--- config.mk ---
export PLATFORM = sky130hd
export DESIGN_NAME = int8_mac_unit_flat
export DESIGN_NICKNAME = d
export VERILOG_FILES = /design/src/rtl/int8_mac_unit_if.sv /design/src/rtl/int8_mac_unit.sv /design/src/flat_wrapper.sv
export SDC_FILE = /design/constraint.sdc
export NUM_CORES = 1
export LEC_CHECK = 0
export CORE_MARGIN = 10
export CORE_UTILIZATION = 40
export DETAILED_ROUTE_END_ITERATION = 12
export PLACE_DENSITY = 0.6
export SETUP_SLACK_MARGIN = 0.15
export SLEW_MARGIN = 10
export SYNTH_ARGS = -nofsm -noshare
export SYNTH_HDL_FRONTEND = slang
export SYNTH_SLANG_ARGS = --single-unit
export TNS_END_PERCENT = 1
--- constraint.sdc ---
create_clock -name clk -period 15.8 [get_ports clk]
set_input_delay 3.95 -clock clk [delete_from_list [all_inputs] [get_ports clk]]
set_output_delay 3.95 -clock clk [all_outputs]
set_load 0.005 [all_outputs]
--- src/rtl/int8_mac_unit_if.sv ---
// int8_mac_unit_if
// Groups the operand/result signals of the MAC element into one bundle.
// Clock and reset stay outside as plain ports of the design.
//   en         : capture strobe, operands sampled on edges where it is high
//   data_a     : signed operand A
//   data_b     : signed operand B
//   accum_in   : signed partial sum to add to the product
//   accum_out  : signed registered result
//   out_valid  : one-cycle pulse marking a new accum_out value
// master drives operands (the caller), slave is the MAC element itself.
interface int8_mac_unit_if #(
  parameter int DATA_A_WIDTH = 8,
  parameter int DATA_B_WIDTH = 8,
  parameter int ACCUM_WIDTH  = 32
) ();

  logic                           en;
  logic signed [DATA_A_WIDTH-1:0] data_a;
  logic signed [DATA_B_WIDTH-1:0] data_b;
  logic signed [ACCUM_WIDTH-1:0]  accum_in;
  logic signed [ACCUM_WIDTH-1:0]  accum_out;
  logic                           out_valid;

  modport master (
    output en,
    output data_a,
    output data_b,
    output accum_in,
    input  accum_out,
    input  out_valid
  );

  modport slave (
    input  en,
    input  data_a,
    input  data_b,
    input  accum_in,
    output accum_out,
    output out_valid
  );

endinterface

--- src/rtl/int8_mac_unit.sv ---
// int8_mac_unit
// Two-stage pipelined signed multiply-accumulate:
//   accum_out = sign_extend(data_a * data_b) + accum_in   (mod 2^ACCUM_WIDTH)
// Stage 1 captures the operands when en is high, stage 2 computes and
// registers the result one edge later. One result per enabled cycle.
// Ports:
//   clk  : rising-edge clock
//   rst  : synchronous active-high reset, clears every register
//   mac  : slave side of int8_mac_unit_if (en, data_a, data_b, accum_in,
//          accum_out, out_valid)
// ACCUM_WIDTH must be at least DATA_A_WIDTH + DATA_B_WIDTH so the full
// product fits before the add.
module int8_mac_unit #(
  parameter int DATA_A_WIDTH = 8,
  parameter int DATA_B_WIDTH = 8,
  parameter int ACCUM_WIDTH  = 32
) (
  input logic           clk,
  input logic           rst,
  int8_mac_unit_if.slave mac
);

  localparam int ProdWidth = DATA_A_WIDTH + DATA_B_WIDTH;

  // Stage-1 register names are kept as-is because they are observed by name.
  logic signed [DATA_A_WIDTH-1:0] data_a_reg;
  logic signed [DATA_B_WIDTH-1:0] data_b_reg;
  logic signed [ACCUM_WIDTH-1:0]  accum_in_reg;
  logic                           s1_valid;

  logic signed [ProdWidth-1:0]    product;
  logic signed [ACCUM_WIDTH-1:0]  productExt;
  logic signed [ACCUM_WIDTH-1:0]  sum;

  logic signed [ACCUM_WIDTH-1:0]  accum_out_q, accum_out_d;
  logic                           out_valid_q, out_valid_d;

  // Stage 1: capture operands on en; the operand registers hold when en is
  // low so only s1_valid needs to follow en every cycle.
  always_ff @(posedge clk) begin
    if (rst) begin
      data_a_reg   <= '0;
      data_b_reg   <= '0;
      accum_in_reg <= '0;
      s1_valid     <= 1'b0;
    end else begin
      s1_valid <= mac.en;
      if (mac.en) begin
        data_a_reg   <= mac.data_a;
        data_b_reg   <= mac.data_b;
        accum_in_reg <= mac.accum_in;
      end
    end
  end

  // Full-width signed product, sign-extended before the wrapping add.
  always_comb begin
    product    = data_a_reg * data_b_reg;
    productExt = ACCUM_WIDTH'(product);
    sum        = productExt + accum_in_reg;
  end

  // Stage 2 next state: take the sum only when stage 1 holds a fresh
  // operand set, otherwise keep the previous result on the output.
  always_comb begin
    accum_out_d = accum_out_q;
    out_valid_d = s1_valid;
    if (s1_valid) begin
      accum_out_d = sum;
    end
  end

  // Stage 2 result register.
  always_ff @(posedge clk) begin
    if (rst) begin
      accum_out_q <= '0;
      out_valid_q <= 1'b0;
    end else begin
      accum_out_q <= accum_out_d;
      out_valid_q <= out_valid_d;
    end
  end

  assign mac.accum_out = accum_out_q;
  assign mac.out_valid = out_valid_q;

endmodule

--- src/flat_wrapper.sv ---
// flat-port wrapper written by rule: the top's interface ports become plain ports
module int8_mac_unit_flat 
#(
  parameter int DATA_A_WIDTH = 8,
  parameter int DATA_B_WIDTH = 8,
  parameter int ACCUM_WIDTH  = 32
)
  (clk, rst, mac_en, mac_data_a, mac_data_b, mac_accum_in, mac_accum_out, mac_out_valid);
  int8_mac_unit_if #(.DATA_A_WIDTH(DATA_A_WIDTH), .DATA_B_WIDTH(DATA_B_WIDTH), .ACCUM_WIDTH(ACCUM_WIDTH)) mac_i ();
  input logic clk;
  input logic rst;
  input wire logic [$bits(mac_i.en)-1:0] mac_en;
  input wire logic [$bits(mac_i.data_a)-1:0] mac_data_a;
  input wire logic [$bits(mac_i.data_b)-1:0] mac_data_b;
  input wire logic [$bits(mac_i.accum_in)-1:0] mac_accum_in;
  output wire logic [$bits(mac_i.accum_out)-1:0] mac_accum_out;
  output wire logic [$bits(mac_i.out_valid)-1:0] mac_out_valid;
  assign mac_i.en = mac_en;
  assign mac_i.data_a = mac_data_a;
  assign mac_i.data_b = mac_data_b;
  assign mac_i.accum_in = mac_accum_in;
  assign mac_accum_out = mac_i.accum_out;
  assign mac_out_valid = mac_i.out_valid;
  int8_mac_unit #(.DATA_A_WIDTH(DATA_A_WIDTH), .DATA_B_WIDTH(DATA_B_WIDTH), .ACCUM_WIDTH(ACCUM_WIDTH)) u_core (.clk(clk), .rst(rst), .mac(mac_i));
endmodule
==> results.txt, run 1 <==
Summary of the current implementation state.

- The most frequent cell on the critical path is sky130_fd_sc_hd__fa_1, for reference.
- The clock share of power is 30.0%, for reference.
- Summing all multi-input logic gate instances after layout gives 6180 µm².
- In the synthesized netlist the dominant register cell turns out to be sky130_fd_sc_hd__dfxtp_1.
- The total CTS buffers is 9, for reference.
- Per the detail_route log, the uppermost layer with routed signals is met4.
- The largest clock skew in the final design is 0.00758 ns, for reference.
- The number of instances in the synthesized netlist is 820, for reference.
- The CTS H-tree depth is 3, for reference.
- The number of synthesis warnings is 0, for reference.
- The maximum number of pins on one net before global-route repair is 71, for reference.
- The via count of the first global-routing pass is 6,180, for reference.
- The run finished with clean final reports.
- The floorplan has 52 rows.
- The post-detailed-route via-to-cell ratio is 4.91, for reference.
- The sum of internal, switching and leakage power is 0.000747 W, for reference.
- The power report shows net switching accounting for 35.2% of the total.
- The type of the tightest min-delay check is flop to flop, for reference.
- A synthesized cell averages 10.1 µm².
- The non-clock buffer count in the final layout is 88, for reference.
## run 1: worst paths after layout
| check | from | endpoint | depth (start not counted) |
|---|---|---|---|
| max reg2reg | u_core.data_a_reg[7] | u_core.mac.accum_out[27] | 15 |
| max | u_core.data_a_reg[7] | u_core.mac.accum_out[27] | 15 |
| min reg2reg | u_core.mac.accum_out[28] | u_core.mac.accum_out[28] | 2 |
| min | u_core.mac.accum_out[28] | u_core.mac.accum_out[28] | 2 |
## run 1: logic make-up (layout without fill, tap and decap cells)
| kind of cell | Yosys count | after routing | synth area share (%) |
|---|---|---|---|
| flip-flops | 82 | 82 | 19.8 |
| AND/OR/NAND/NOR | 214 | 214 | 12.3 |
| buffers and inverters | 127 | 203 | 5.82 |
| multiplexers | 62 | 62 | 7.49 |
| adder cells (fa/ha/maj) | 206 | 206 | 43.3 |
| AND-OR/OR-AND | 100 | 100 | 8.21 |
| XOR/XNOR | 29 | 29 | 3.06 |
## run 1: placed cells by master (no fill, tap or decap), types with 25 or more instances in the layout
cell / count
sky130_fd_sc_hd__a21oi_1: 25
sky130_fd_sc_hd__and2_1: 33
sky130_fd_sc_hd__clkdlybuf4s50_1: 81
sky130_fd_sc_hd__dfxtp_1: 82
sky130_fd_sc_hd__fa_1: 136
sky130_fd_sc_hd__ha_1: 70
sky130_fd_sc_hd__inv_1: 99
sky130_fd_sc_hd__mux2i_1: 61
sky130_fd_sc_hd__nand2_1: 57
sky130_fd_sc_hd__nor2_1: 81
## run 1: per-stage QoR
step | utilization [%] | setup WS, ns | std cells
finish | 47.8 | 9.85 | 1166
CTS | 47.8 | 9.83 | 1166
detailed placement | 46.2 | 9.64 | 1150
global route | 47.8 | 9.39 | 1166
global placement | 46.2 | 9.77 | 1150
floorplan | - | 9.88 | 820
**Run 1: M1 wires**

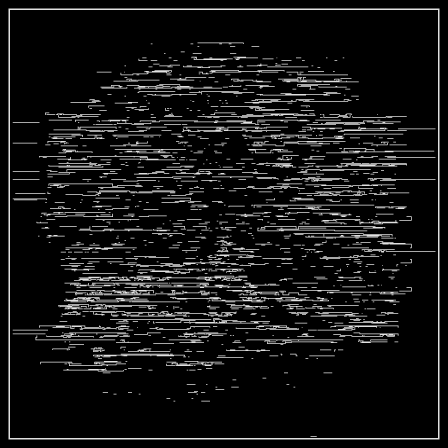
The longest straight run is 46.0 µm. The wires run mostly horizontal. 1,046 nets have wire on it. The layer holds 44% of the routed length. The layer carries 7,990 µm of wire.

**Run 1: signal wires on met2**

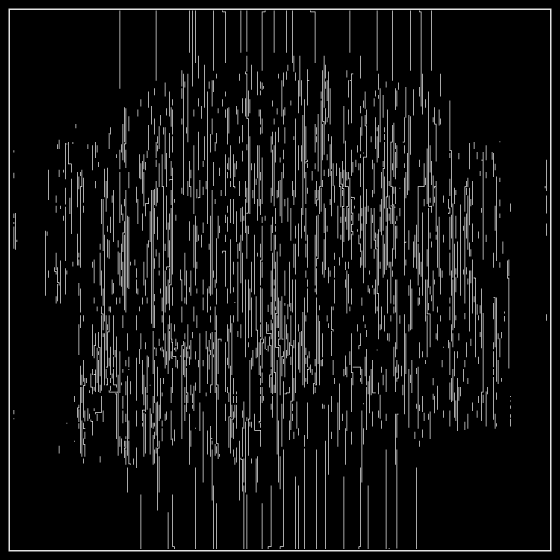
960 nets have wire on it. The layer holds 51% of the routed length.

**Run 1: met3 routing**

Scale bar: 50 µm.
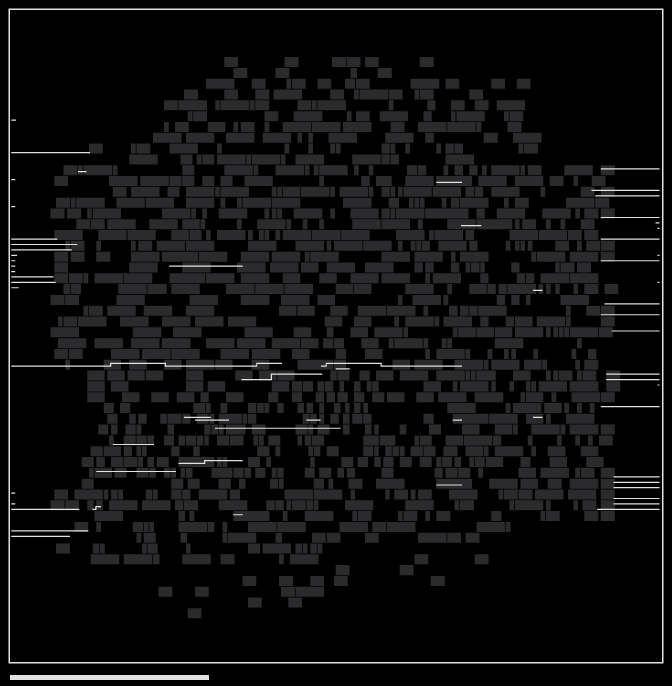
53 nets have wire on it. The longest straight run is 31.3 µm. The layer holds 3.7% of the routed length. The layer carries 661 µm of wire. The wires run mostly horizontal.
vias post-DR: 5,727
routing usage on met3: 2.65%
total detailed-routing wirelength: 18,100 µm

==> run 2, diff against run 1 <==
--- a/config.mk
+++ b/config.mk
@@ -8,7 +8,7 @@
 export CORE_MARGIN = 10
 export CORE_UTILIZATION = 40
 export DETAILED_ROUTE_END_ITERATION = 12
-export PLACE_DENSITY = 0.6
+export PLACE_DENSITY = 0.63
 export SETUP_SLACK_MARGIN = 0.15
 export SLEW_MARGIN = 10
 export SYNTH_ARGS = -nofsm -noshare
==> constraint.sdc (replaced) <==
create_clock -name clk -period 4.9 [get_ports clk]
set_input_delay 1.225 -clock clk [delete_from_list [all_inputs] [get_ports clk]]
set_output_delay 1.225 -clock clk [all_outputs]
set_load 0.005 [all_outputs]
**Run 2: track usage over the die**

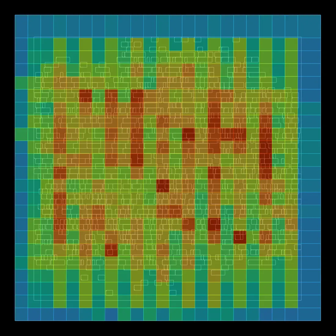
busiest layer in global routing: met2
Global Route met2 Usage: 27.4%
Core Util, Final: 53.9%

**Run 2: M1 wires**

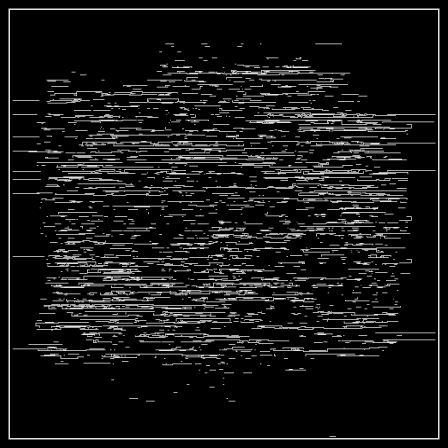
The layer holds 43% of the routed length. 1,156 nets have wire on it. The wires run mostly horizontal. The layer carries 8,520 µm of wire.

==> results.txt, run 2 <==
Summary of the current implementation state.

- Status: completed (unchanged).
- The detailed-route wire length is 19,900 µm (was 18,100 µm), for reference.
- The most used logic cell in the final layout is sky130_fd_sc_hd__fa_1 (unchanged).
- The routed length on met1 is 8520 µm (was 7990 µm), for reference.
- The mean post-synth cell area is 10.1 µm² (unchanged), for reference.
- The via count of the first global-routing pass is 6,748 (was 6,180), for reference.
- The number of hold violations in the final report came to 0 (unchanged).
- Most used cells in the layout excluding fill and tap cells: 132 x sky130_fd_sc_hd__fa_1, 119 x sky130_fd_sc_hd__buf_4, 96 x sky130_fd_sc_hd__inv_1, 81 x sky130_fd_sc_hd__nor2_1, 81 x sky130_fd_sc_hd__clkdlybuf4s50_1 (was 136 x sky130_fd_sc_hd__fa_1, 99 x sky130_fd_sc_hd__inv_1, 82 x sky130_fd_sc_hd__dfxtp_1, 81 x sky130_fd_sc_hd__nor2_1, 81 x sky130_fd_sc_hd__clkdlybuf4s50_1).
- The highest metal layer with signal wires is met4 (unchanged), for reference.
- The vertical die dimension is 164 µm (unchanged).
- The minimum clock period came to 4.85 ns (was 5.95 ns).
- The maximum number of pins on one net before global-route repair was 70 (was 71).
- The horizontal die size is 164 µm (unchanged), for reference.
- The number of top-level pins is 84 (unchanged), for reference.
- The fraction of final layout cells with drive strength greater than 1 is 20.7% (was 4.02%).
- The worst reg2reg path depth is 17 (was 15).
- The row count is 52 (unchanged).
- Top area cell types: sky130_fd_sc_hd__fa_1 33%, sky130_fd_sc_hd__dfxtp_1 20%, sky130_fd_sc_hd__ha_1 11% (unchanged).
- The sum of internal, switching and leakage power is 0.00261 W (was 0.000747 W).
- The clock insertion delay at the later pin of the skew report is 0.35 ns (about the same), for reference.
- The dominant register cell in the synthesized netlist is sky130_fd_sc_hd__dfxtp_1 (unchanged).
- The number of logged tool warnings is 31 (was 28).
- The total CTS buffers is 9 (unchanged), for reference.
- The number of instances in the synthesized netlist came to 820 (unchanged).
- The post-cts resize count is 29 (was 0), for reference.
- The critical path's largest stage delay is 0.59 ns (was 0.67 ns).
- The count of different cell masters after synthesis is 55 (unchanged), for reference.
- The post-detailed-route via-to-cell ratio is 4.87 (was 4.91), for reference.
- The CTS H-tree depth is 3 (unchanged).
- The number of synthesis warnings is 0 (unchanged), for reference.
- The initial core utilization is 40.9% (unchanged), for reference.
- The total number of cells along the worst setup path was 17 (was 15).
- The cell depth of the worst min-delay path is 2 (unchanged), for reference.
- The detailed-route DRC error count is 0 (unchanged), for reference.
- The total number of vias was 6,268 (was 5,727).
- The largest clock skew in the final design is 0.00601 ns (was 0.00758 ns), for reference.
- The type of the tightest min-delay check was flop to flop (unchanged).
**Run 2: signal wires on met2**

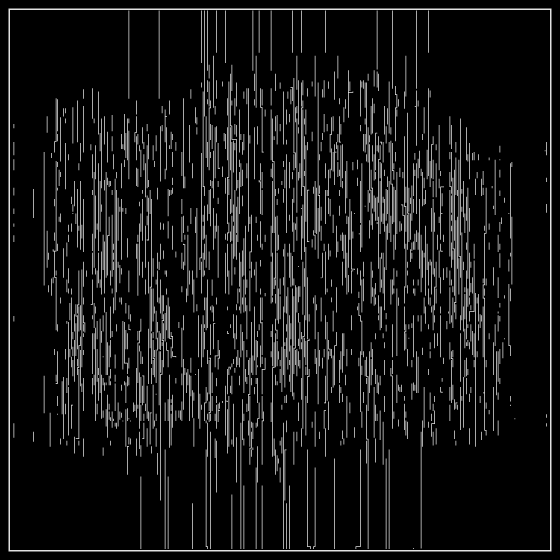
1,112 nets have wire on it. The layer holds 52% of the routed length. The longest straight run is 46.6 µm.

==> run 2: cell counts after synthesis <==
Identical to the previous run, type by type.
==> run 2: stage by stage <==
step	setup slack (ns)	cells
global placement	-0.250	1262
finish	0.0460	1286
CTS	0.0100	1285
global route	-0.147	1286
floorplan	-0.128	820
detailed placement	-0.245	1262
==> run 2: final cells by class <==
class | instances | area [µm²]
multi-input cells | 611 | 6460
inverters | 99 | 379
well taps | 270 | 338
clock inverters | 3 | 15.0
flip-flops and latches | 82 | 1670
repair buffers | 209 | 1830
clock buffers | 12 | 256
fillers | 1880 | 9350
==> run 2: cell families after synthesis <==
group / Yosys count / synth area share (%)
compound gates: 100 / 8.21
buf+inv: 127 / 5.82
flops: 82 / 19.8
simple gates: 214 / 12.3
xor+xnor: 29 / 3.06
mux: 62 / 7.49
fa+ha+maj: 206 / 43.3
==> run 2: path summary, 6_finish.rpt <==
check,start,end,slack (ns)
max,u_core.data_a_reg[7],u_core.mac.accum_out[29],0.05
min,u_core.mac.accum_out[27],u_core.mac.accum_out[27],0.45
max reg2reg,u_core.data_a_reg[7],u_core.mac.accum_out[29],0.05
min reg2reg,u_core.mac.accum_out[27],u_core.mac.accum_out[27],0.45
==> run 2: power by group <==
group / internal [W] / switching (W)
Clock: 0.000366 / 0.000271
Combinational: 0.000624 / 0.000584
Sequential: 0.000720 / 0.0000417
Total: 0.00171 / 0.000897
==> run 2: tightest hold or removal path, delay by kind of cell (launching register included) <==
family	cells	cell delay, ns
AND/OR/NAND/NOR	1	0.05
AND-OR/OR-AND	1	0.05
flip-flops	1	0.31
==> run 2: layer usage <==
metal,global-route usage (%),vias up
met5,0,-
met4,4.06,0
met3,2.93,20
met2,27.4,82
met1,18.9,3115
li1,-,3051
**Run 2: met3 routing**

Scale bar: 50 µm.
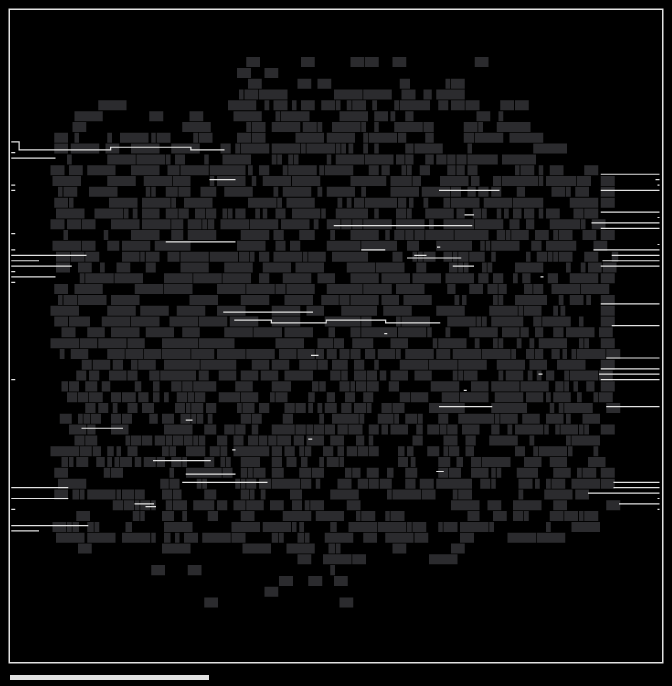

==> run 3, diff against run 2 <==
--- a/config.mk
+++ b/config.mk
@@ -5,10 +5,11 @@
 export SDC_FILE = /design/constraint.sdc
 export NUM_CORES = 1
 export LEC_CHECK = 0
+export ABC_AREA = 0
 export CORE_MARGIN = 10
 export CORE_UTILIZATION = 40
 export DETAILED_ROUTE_END_ITERATION = 12
-export PLACE_DENSITY = 0.63
+export PLACE_DENSITY = 0.6
 export SETUP_SLACK_MARGIN = 0.15
 export SLEW_MARGIN = 10
 export SYNTH_ARGS = -nofsm -noshare
==> constraint.sdc (replaced) <==
create_clock -name clk -period 5 [get_ports clk]
set_input_delay 1.25 -clock clk [delete_from_list [all_inputs] [get_ports clk]]
set_output_delay 1.25 -clock clk [all_outputs]
set_load 0.005 [all_outputs]
**Run 3: met3 routing**

Scale bar: 50 µm.
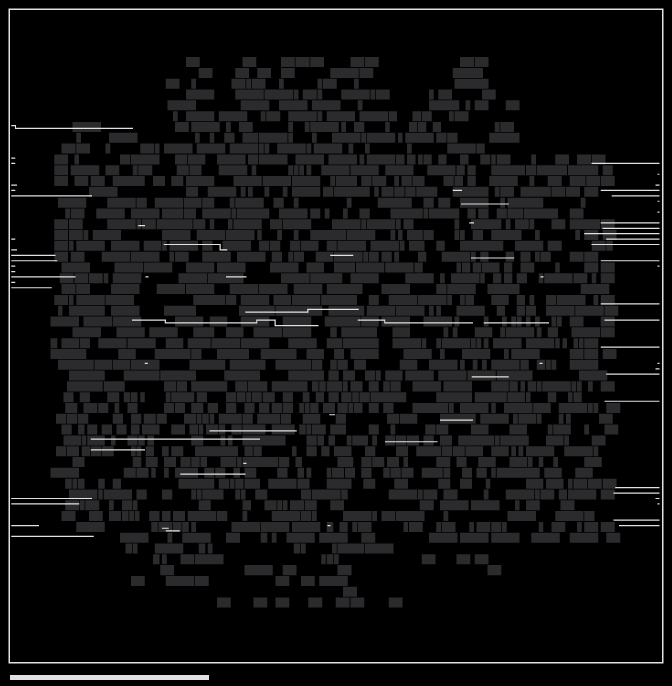
61 nets have wire on it. The layer carries 729 µm of wire. The longest straight run is 42.3 µm. The wires run mostly horizontal.

**Run 3: M1 wires**

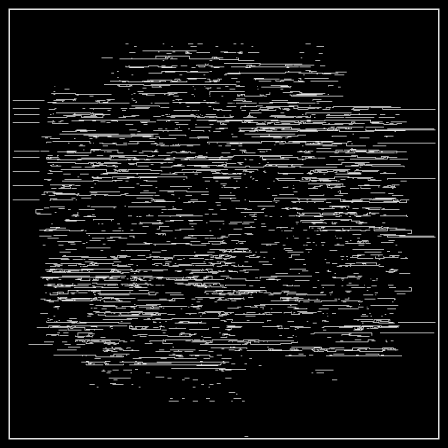
1,153 nets have wire on it. The wires run mostly horizontal.
met1 usage in global routing: 19.1%
vias post-DR: 6,182
total detailed-routing wirelength: 20,400 µm

**Run 3: track usage over the die**

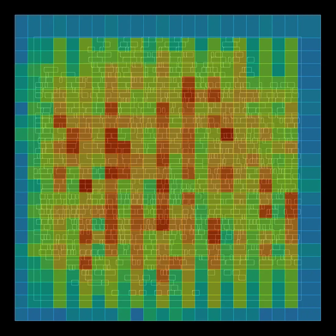
total routing usage reported by global routing: 15.4%
Core Util, Final: 55.3%
Routed wire per std cell: 16.1 µm
Global Route met2 Usage: 27.2%

==> results.txt, run 3 <==
Summary of the current implementation state.

- Status: completed (unchanged).
- The most utilized layer in the global route result is met2 (unchanged), for reference.
- The worst reg2reg path depth is 17 (unchanged).
- The share of final layout cell area taken by clock buffers and inverters is 3.26% (was 2.48%), for reference.
- The via count of the first global-routing pass is 6,534 (was 6,748), for reference.
- The non-clock buffer share of cell area is 15.3% (was 16.7%), for reference.
- The share of the final layout cell area in multi-input gates was 60.2% (was 59.0%).
- The combined flip-flop and latch cell area is 1670 µm² (about the same), for reference.
- The clock distribution power is 0.000829 W (was 0.000637 W), for reference.
- The power dissipated in sequential cells is 0.000748 W (was 0.000761 W), for reference.
- The fraction of final layout cells with drive strength greater than 1 came to 22.9% (was 20.7%).
- The non-clock buffer count in the final layout is 188 (was 209), for reference.
- The critical path's largest stage delay is 0.61 ns (was 0.59 ns).
- The group drawing the most power is combinational cells (unchanged).
- The final worst setup slack is 0.112 ns (was 0.0460 ns).
- The total internal power is 0.00190 W (was 0.00171 W), for reference.
- The horizontal die size was 164 µm (unchanged).
- The worst-case register-to-register setup slack is 0.11 ns (was 0.05 ns), for reference.
- The cell class ranked first by area is logic gates (unchanged), for reference.
- The launching element of the worst setup path is u_core.data_a_reg[7] (unchanged), for reference.
- The cell that appears most often on the critical path is sky130_fd_sc_hd__fa_2.
- The dominant register cell in the synthesized netlist is sky130_fd_sc_hd__dfxtp_1 (unchanged), for reference.
- The type of the tightest min-delay check is flop to flop (unchanged), for reference.
- The minimum clock period is 4.89 ns (was 4.85 ns), for reference.
- The vertical die dimension is 164 µm (unchanged).
- The total CTS buffers was 9 (unchanged).
- The switching component of the power came to 0.000940 W (was 0.000897 W).
- The post-cts resize count is 57 (was 29), for reference.
- The well tap count is 270 (unchanged), for reference.
- The minimum setup slack after placement is -0.174 ns (was -0.245 ns), for reference.
- The detailed-route DRC error count is 0 (unchanged), for reference.
- The worst flop-to-flop path startpoint is u_core.data_a_reg[7] (unchanged), for reference.
- The number of top-level pins is 84 (unchanged), for reference.
- The post-detailed-route via-to-cell ratio is 4.88 (was 4.87).
- The CTS H-tree depth was 3 (unchanged).
- The switching share of total power is 33.1% (was 34.4%), for reference.
- The number of fillers in the final layout is 1,805 (was 1,880), for reference.
- The count of different cell masters after synthesis is 55 (unchanged), for reference.
- The number of synthesis warnings is 0 (unchanged).
- The number of combinational gates with multiple inputs was 612 (was 611).
-- run 3: cell counts after synthesis --
Identical to the previous run, type by type.
-- run 3: routing by layer --
metal,wire [µm],vias to the layer above
met5,0,-
met4,224,0
met3,728,17
met2,10600,88
met1,8770,3052
li1,-,3025
-- run 3: stage by stage --
step	instances	util [%]	hold WS [ns]	power, W	instance area (µm²)
2_1_floorplan	820	-	0.442	0.00143	8440
3_3_place_gp	1240	50.3	0.440	0.00186	10200
3_5_place_dp	1240	50.3	0.447	0.00187	10200
4_1_cts	1263	54.0	0.457	0.00282	11000
5_1_grt	1267	55.3	0.477	0.00304	11200
6_report	1267	55.3	0.451	0.00284	11200
-- run 3: logic make-up (layout without fill, tap and decap cells) --
family,Yosys count,in the layout,synth area share [%]
xor+xnor,29,29,3.06
fa+ha+maj,206,206,43.3
compound gates,100,100,8.21
mux,62,62,7.49
simple gates,214,215,12.3
buf+inv,127,303,5.82
flops,82,82,19.8
-- run 3: worst min-delay path by stage --
stage                                   from                        to  slack (ns)
floorplan           u_core.mac.accum_out[27]  u_core.mac.accum_out[27]        0.44
global placement    u_core.mac.accum_out[30]  u_core.mac.accum_out[30]        0.44
detailed placement  u_core.mac.accum_out[25]  u_core.mac.accum_out[25]        0.45
CTS                 u_core.mac.accum_out[28]  u_core.mac.accum_out[28]        0.46
global route        u_core.mac.accum_out[25]  u_core.mac.accum_out[25]        0.48
finish              u_core.mac.accum_out[29]  u_core.mac.accum_out[29]        0.45
-- run 3: tightest hold or removal path: stages (launching register included) --
cell and delay [ns]:
sky130_fd_sc_hd__dfxtp_1 0.31, sky130_fd_sc_hd__nand2_1 0.05, sky130_fd_sc_hd__o21ai_1 0.05
Power figures rest on the tool's default switching activity, not on a simulated workload.
